==> src/rtl/instr_encoder_if.sv <==
// Handshake bus for instr_encoder: field-set input channel, encoded-word output channel
// and the saturating reject counter.
interface instr_encoder_if;
   logic        in_valid;
   logic        in_ready;
   logic [2:0]  fmt;
   logic [2:0]  funct3;
   logic        ir30;
   logic [4:0]  rd;
   logic [4:0]  rs1;
   logic [4:0]  rs2;
   logic [31:0] imm;
   logic        addr_clr;
   logic        out_valid;
   logic        out_ready;
   logic [31:0] out_instr;
   logic [31:0] out_addr;
   logic [7:0]  err_cnt;

   modport master (
      output in_valid, fmt, funct3, ir30, rd, rs1, rs2, imm, addr_clr, out_ready,
      input  in_ready, out_valid, out_instr, out_addr, err_cnt
   );

   modport slave (
      input  in_valid, fmt, funct3, ir30, rd, rs1, rs2, imm, addr_clr, out_ready,
      output in_ready, out_valid, out_instr, out_addr, err_cnt
   );
endinterface

==> src/rtl/instr_encoder.sv <==
// RV32I field-set encoder: validates and packs one instruction per accept, tags it with
// a running byte address and buffers {instr, addr} in a 2-entry output FIFO.
module instr_encoder (
   input  logic            CLK,
   input  logic            RST,
   instr_encoder_if.slave  bus
);

   localparam logic [6:0] OP_R      = 7'b0110011;
   localparam logic [6:0] OP_OPIMM  = 7'b0010011;
   localparam logic [6:0] OP_LOAD   = 7'b0000011;
   localparam logic [6:0] OP_STORE  = 7'b0100011;
   localparam logic [6:0] OP_BRANCH = 7'b1100011;
   localparam logic [6:0] OP_LUI    = 7'b0110111;
   localparam logic [6:0] OP_AUIPC  = 7'b0010111;
   localparam logic [6:0] OP_JAL    = 7'b1101111;

   typedef struct packed {
      logic        legal;
      logic [31:0] word;
   } enc_t;

   function automatic enc_t encode(
      input logic [2:0]  fmt,
      input logic [2:0]  funct3,
      input logic        ir30,
      input logic [4:0]  rd,
      input logic [4:0]  rs1,
      input logic [4:0]  rs2,
      input logic [31:0] imm
   );
      enc_t e;
      e.legal = 1'b1;
      e.word  = '0;
      case (fmt)
         3'd0: begin
            e.word  = {1'b0, ir30, 5'b0, rs2, rs1, funct3, rd, OP_R};
            e.legal = !ir30 || (funct3 == 3'b000) || (funct3 == 3'b101);
         end
         3'd1: begin
            // Shift-immediates carry shamt plus the SRAI select; all others a 12-bit immediate.
            if ((funct3 == 3'b001) || (funct3 == 3'b101)) begin
               e.word  = {1'b0, ir30, 5'b0, imm[4:0], rs1, funct3, rd, OP_OPIMM};
               e.legal = !ir30 || (funct3 == 3'b101);
            end else begin
               e.word  = {imm[11:0], rs1, funct3, rd, OP_OPIMM};
            end
         end
         3'd2: begin
            e.word  = {imm[11:0], rs1, funct3, rd, OP_LOAD};
            e.legal = (funct3 != 3'b011) && (funct3 != 3'b110) && (funct3 != 3'b111);
         end
         3'd3: begin
            e.word  = {imm[11:5], rs2, rs1, funct3, imm[4:0], OP_STORE};
            e.legal = !funct3[2] && (funct3 != 3'b011);
         end
         3'd4: begin
            e.word  = {imm[12], imm[10:5], rs2, rs1, funct3, imm[4:1], imm[11], OP_BRANCH};
            e.legal = (funct3[2:1] != 2'b01) && !imm[0];
         end
         3'd5: e.word = {imm[31:12], rd, OP_LUI};
         3'd6: e.word = {imm[31:12], rd, OP_AUIPC};
         default: begin
            e.word  = {imm[20], imm[10:1], imm[11], imm[19:12], rd, OP_JAL};
            e.legal = !imm[0];
         end
      endcase
      return e;
   endfunction

   logic [1:0][63:0] fifo_q, fifo_d;
   logic             wr_ptr_q, wr_ptr_d;
   logic             rd_ptr_q, rd_ptr_d;
   logic [1:0]       cnt_q, cnt_d;
   logic [31:0]      addr_q, addr_d;
   logic [7:0]       err_q, err_d;
   logic             in_ready_q, in_ready_d;
   logic             out_valid_q, out_valid_d;

   enc_t        enc;
   logic        accept;
   logic        push;
   logic        pop;
   logic [31:0] word_addr;

   always_comb begin
      enc       = encode(bus.fmt, bus.funct3, bus.ir30, bus.rd, bus.rs1, bus.rs2, bus.imm);
      accept    = bus.in_valid && in_ready_q;
      push      = accept && enc.legal;
      pop       = out_valid_q && bus.out_ready;
      word_addr = bus.addr_clr ? 32'd0 : addr_q;

      fifo_d   = fifo_q;
      wr_ptr_d = wr_ptr_q;
      rd_ptr_d = rd_ptr_q;
      cnt_d    = cnt_q;
      addr_d   = addr_q;
      err_d    = err_q;

      if (push) begin
         fifo_d[wr_ptr_q] = {enc.word, word_addr};
         wr_ptr_d         = ~wr_ptr_q;
         addr_d           = word_addr + 32'd4;
      end else if (bus.addr_clr) begin
         addr_d = 32'd0;
      end

      if (pop) begin
         rd_ptr_d = ~rd_ptr_q;
      end

      case ({push, pop})
         2'b10:   cnt_d = cnt_q + 2'd1;
         2'b01:   cnt_d = cnt_q - 2'd1;
         default: cnt_d = cnt_q;
      endcase

      // Rejected field sets still complete the handshake; they only bump the counter.
      if (accept && !enc.legal && (err_q != 8'hFF)) begin
         err_d = err_q + 8'd1;
      end

      in_ready_d  = (cnt_d != 2'd2);
      out_valid_d = (cnt_d != 2'd0);
   end

   always_ff @(posedge CLK) begin
      fifo_q <= fifo_d;
      if (RST) begin
         wr_ptr_q    <= 1'b0;
         rd_ptr_q    <= 1'b0;
         cnt_q       <= 2'd0;
         addr_q      <= 32'd0;
         err_q       <= 8'd0;
         in_ready_q  <= 1'b1;
         out_valid_q <= 1'b0;
      end else begin
         wr_ptr_q    <= wr_ptr_d;
         rd_ptr_q    <= rd_ptr_d;
         cnt_q       <= cnt_d;
         addr_q      <= addr_d;
         err_q       <= err_d;
         in_ready_q  <= in_ready_d;
         out_valid_q <= out_valid_d;
      end
   end

   // FIFO storage is never reset, so the visible word is masked whenever nothing is buffered.
   assign bus.out_instr = out_valid_q ? fifo_q[rd_ptr_q][63:32] : 32'd0;
   assign bus.out_addr  = out_valid_q ? fifo_q[rd_ptr_q][31:0]  : 32'd0;
   assign bus.in_ready  = in_ready_q;
   assign bus.out_valid = out_valid_q;
   assign bus.err_cnt   = err_q;

endmodule

==> src/flat_wrapper.sv <==
// flat-port wrapper written by rule: the top's interface ports become plain ports
module instr_encoder_flat 
  (CLK, RST, bus_in_valid, bus_fmt, bus_funct3, bus_ir30, bus_rd, bus_rs1, bus_rs2, bus_imm, bus_addr_clr, bus_out_ready, bus_in_ready, bus_out_valid, bus_out_instr, bus_out_addr, bus_err_cnt);
  instr_encoder_if bus_i ();
  input  logic CLK;
  input  logic RST;
  input wire logic [$bits(bus_i.in_valid)-1:0] bus_in_valid;
  input wire logic [$bits(bus_i.fmt)-1:0] bus_fmt;
  input wire logic [$bits(bus_i.funct3)-1:0] bus_funct3;
  input wire logic [$bits(bus_i.ir30)-1:0] bus_ir30;
  input wire logic [$bits(bus_i.rd)-1:0] bus_rd;
  input wire logic [$bits(bus_i.rs1)-1:0] bus_rs1;
  input wire logic [$bits(bus_i.rs2)-1:0] bus_rs2;
  input wire logic [$bits(bus_i.imm)-1:0] bus_imm;
  input wire logic [$bits(bus_i.addr_clr)-1:0] bus_addr_clr;
  input wire logic [$bits(bus_i.out_ready)-1:0] bus_out_ready;
  output wire logic [$bits(bus_i.in_ready)-1:0] bus_in_ready;
  output wire logic [$bits(bus_i.out_valid)-1:0] bus_out_valid;
  output wire logic [$bits(bus_i.out_instr)-1:0] bus_out_instr;
  output wire logic [$bits(bus_i.out_addr)-1:0] bus_out_addr;
  output wire logic [$bits(bus_i.err_cnt)-1:0] bus_err_cnt;
  assign bus_i.in_valid = bus_in_valid;
  assign bus_i.fmt = bus_fmt;
  assign bus_i.funct3 = bus_funct3;
  assign bus_i.ir30 = bus_ir30;
  assign bus_i.rd = bus_rd;
  assign bus_i.rs1 = bus_rs1;
  assign bus_i.rs2 = bus_rs2;
  assign bus_i.imm = bus_imm;
  assign bus_i.addr_clr = bus_addr_clr;
  assign bus_i.out_ready = bus_out_ready;
  assign bus_in_ready = bus_i.in_ready;
  assign bus_out_valid = bus_i.out_valid;
  assign bus_out_instr = bus_i.out_instr;
  assign bus_out_addr = bus_i.out_addr;
  assign bus_err_cnt = bus_i.err_cnt;
  instr_encoder u_core (.CLK(CLK), .RST(RST), .bus(bus_i));
endmodule
==> config.mk <==
export PLATFORM = sky130hd
export DESIGN_NAME = instr_encoder_flat
export DESIGN_NICKNAME = d
export VERILOG_FILES = /design/src/rtl/instr_encoder_if.sv /design/src/rtl/instr_encoder.sv /design/src/flat_wrapper.sv
export SDC_FILE = /design/constraint.sdc
export NUM_CORES = 1
export LEC_CHECK = 0
export ABC_AREA = 1
export CORE_MARGIN = 3
export CORE_UTILIZATION = 45
export DETAILED_ROUTE_END_ITERATION = 16
export MAX_ROUTING_LAYER = met4
export PLACE_DENSITY = 0.69
export SETUP_SLACK_MARGIN = 0.4
export SLEW_MARGIN = 15
export SYNTH_ARGS = -nofsm -noshare
export SYNTH_HDL_FRONTEND = slang
export SYNTH_SLANG_ARGS = --single-unit
==> constraint.sdc <==
create_clock -name CLK -period 13.6 [get_ports CLK]
set_input_delay 2.72 -clock CLK [delete_from_list [all_inputs] [get_ports CLK]]
set_output_delay 2.72 -clock CLK [all_outputs]
set_load 0.02 [all_outputs]
==> images/gate_families.png <==
The bar under the picture is 50 µm long.
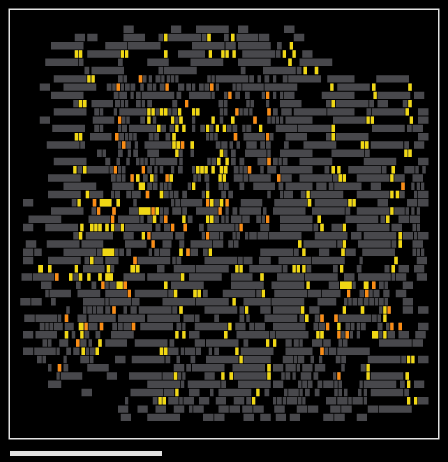
legend:
  inverters:
    colour: orange
    cells: 67
  NOR gates:
    colour: yellow
    cells: 210
    where: spread over the die
most used logic cell in the final layout: nand2_1
Comb area share: 30.2%
Finished Layout Cells: 1311

==> images/final_placement.png <==
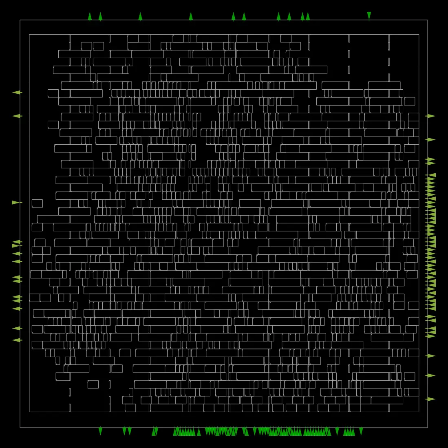
Seq/total area: 45.4%
Tapcells: 225
fill cell count: 1556
fin util: 58.2%

==> job_summary.md <==
## Implementation flow summary

| Metric | Value |
|---|---|
| Yosys Chip Area | 8200 µm² |
| Drt first pass iters | 5 |
| Area leader, netlist | edfxtp_1 |
| Die Span Y | 141 µm |
| Initial DRC count | 592 |
| Worst path max stage delay | 0.63 ns |
| Vias in the first global route | 6423 |
| Hold-fix buffers at CTS | 0 |
| Startpoint class of the critical path | primary input |
| Ys Warns | 0 |
| Syn Std Cell Area | 8200 µm² |
| Die width | 141 µm |
| Final worst-path cycle share | 43.3% |
| Post-Route WL | 21000 µm |
| CTS root buf | clkbuf_16 |
| Clock-pin transition on the worst setup and hold timing paths | 0.06 ns |
| Fp_density | 46.6% |
| CTS Buffer Depth | 2 |
| CTS sink count | 170 |
| OpenROAD warnings | 26 |
| Worst-path maximum fanout | 45 |
| ANT nets after route | 0 |
| TritonCTS buffer count | 17 |
| Clk_lat worst skew | 0.43 ns |
| Max-cap viol count | 0 |
| Top delay family on crit path | simple AND/OR/NAND/NOR gates |
| Asr flop ratio synth | 0% |
| Hold Crit Start | u_core.addr_q[1] |
| Area Overhead vs Synth | 24.8% |
| Max VDD drop | 0.000114 V |
| GRT Total Usage | 22.1% |
| Critical path's most frequent cell | nand3_4 |
| Setup violators final | 0 |
| Clock skew | 0.00828 ns |
| Synth Seq Share | 56.6% |
| First-pass GRT wire length | 33800 µm |
| Critical path class | in -> reg |
| Htree depth | 4 |
| Floorplan Nets | 1021 |
| Area leader share | 45.4% |
| Largest net degree at the start of global routing | 63 |
| Crit path launch | bus_fmt[0] |
| Number of remaining DRC errors | 0 |
| Average size of a mapped cell | 8.55 µm² |
| Buffers on Ports | 132 |
| HP Class | reg -> reg |
| Final Hold Violation Tally | 0 |
| Worst-margin pin slew | 0.783 ns |
| Buffers & Inverters on Critical Path | 2 |
| Slew headroom | 47.7% |
| Synth flops | 170 |
| Hpwl dp | 14200 µm |
| EDFF count, synth | 124 |
| Status | complete, no violations |
| Post-CTS setup buffers | 0 |
| Crit-path slowest cell | clkdlybuf4s50_1 |
| Static Leak | 3.95 nW |
| Synthesized instance count | 959 |
| TritonCTS clock tree | done |
| Ys cells | 959 |
| Worst path cell trace | clkdlybuf4s50_1, nand3_1, nand2_2, nand3_4, nand3_4, nand2_4, nor2_4, buf_4 |
| RR Startpoint | u_core.bus.in_ready |
| GRT overflow | 0 |
| I/O Pins | 133 |
| Nature of the critical path endpoint | flop |
| N_diodes | 0 |
| Main flop type | edfxtp_1 |
| CTS resizes | 0 |
| Area of the die | 19900 µm² |
| Minimum clock period after layout | 5.88 ns |
| RePlAce Congestion | 0.933 |
| Routed len/inst | 16.0 µm |
| R2R setup slack | 10.74 ns |
| RSZ-0062 raised after global routing | no |
| Slew Limit Fails | 0 |
| Cells after DPL | 1279 |
| Vias per inst | 5.20 |
| Worst endpoint data arrival time | 5.95 ns |
| Fmax | 170 MHz |
| Layout cell share with drive strength beyond 1 | 6.54% |
| Initial antenna violation count | 0 |
| Post-synth cell types | 32 |
| Core area | 17600 µm² |
| Post-synth area hogs | edfxtp_1, dfxtp_1, nand2_1, nor2_1, o21ai_0 |
| Most numerous logic cells after layout | nand2_1, nor2_1, clkdlybuf4s50_1, edfxtp_1, o21ai_0 |
| Layout Nets | 1135 |
| Pwr dens | 142 nW/µm² |
| Vias | 6811 |
| Setup tns final | 0 ns |
| Crit path required time | 13.66 ns |
==> images/cell_classes.png <==
The bar under the picture is 50 µm long. Fill, decap, tap and diode cells in grey.
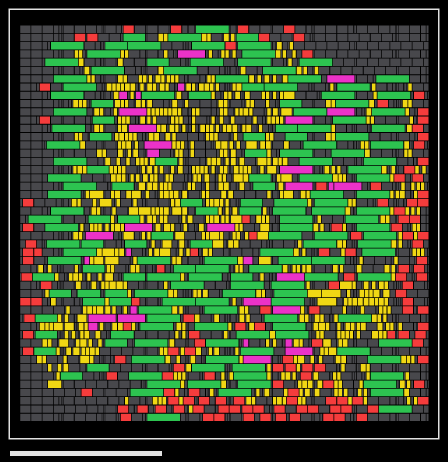
legend:
  other buffers and delay cells:
    colour: red
    cells: 140
  all other logic:
    colour: yellow
    cells: 744
  flops:
    colour: green
    cells: 170
  clock drivers and dummy loads:
    colour: magenta
    cells: 32
row count: 48
post-route cell area: 10200 µm²

==> images/met4.png <==
The bar under the picture is 50 µm long.
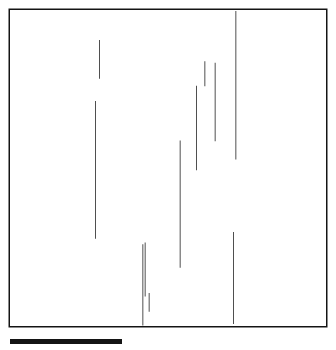
main direction: vertical
longest straight run: 66.0 µm
share of all routed wire: 1.9%

## worst min-delay path: cells and delay by family (launching register included)
family	cells	cell delay (ns)
flip-flops	1	0.30
buffers and inverters	1	0.06
AND/OR/NAND/NOR	1	0.04
## path summary, 6_finish.rpt
check                                          to  depth (start not counted)
worst max register to register  u_core.fifo_q[59]                          6
worst min-delay path             u_core.addr_q[1]                          2
worst max-delay path            u_core.fifo_q[59]                          8
worst min register to register   u_core.addr_q[1]                          2
## through the flow
stage               util [%]  setup WS (ns)  instance area (µm²)  hold WS, ns  power (W)
floorplan                  -           6.87                 8200        0.416   0.000823
global placement        54.8           7.32                 9650        0.426   0.000988
CTS                     58.2           7.72                10200        0.441    0.00146
finish                  58.2           7.72                10200        0.438    0.00145
detailed placement      54.8           7.27                 9650        0.430   0.000991
global route            58.2           7.43                10200        0.475    0.00152
## per-layer routing
metal | wire length [µm] | vias up | GRT usage [%]
met5 | 0 | - | -
met4 | 392 | 0 | 7.04
met3 | 1180 | 27 | 4.00
met2 | 9860 | 211 | 34.9
met1 | 9570 | 3168 | 29.3
li1 | - | 3405 | -
## where the power goes
group          switching, W  internal (W)
Sequential        0.0000155      0.000592
Clock              0.000202      0.000274
Combinational      0.000228      0.000140
## cells by family after synthesis
logic type	synth area share, %
and+or+nand+nor	27.3
DFF	56.6
AOI/OAI and AO/OA	7.95
adders and majority gates	0.458
xor gates and xnor gates	1.82
buffers and inverters	5.89
## registers in the layout, summed over array words and instances (netlist names)
name                  cells
u_core.fifo_q           124
u_core.addr_q            32
u_core.bus.err_cnt        8
u_core.cnt_q              2
u_core.bus.in_ready       1
u_core.bus.out_valid      1
u_core.rd_ptr_q           1
u_core.wr_ptr_q           1
## synth_stat cells (6+ instances only)
master / n
nand2_1: 216
a21oi_1: 39
edfxtp_1: 124
nand3_2: 9
nand3_1: 80
o21ai_0: 86
buf_1: 6
nor2_1: 200
clkbuf_1: 25
xor2_1: 13
dfxtp_1: 46
buf_6: 6
inv_1: 62
## cell type report
cell class	instances	area [µm²]	share of cell area [%]
Clock inverter	13	110	1.08
Timing Repair Buffer	140	1380	13.5
Multi-Input combinational cell	677	3090	30.2
Clock buffer	19	475	4.64
Sequential cell	170	4650	45.4
Tap cell	225	282	2.75
Inverter	67	251	2.46
Power is estimated from default activity; no workload was simulated.
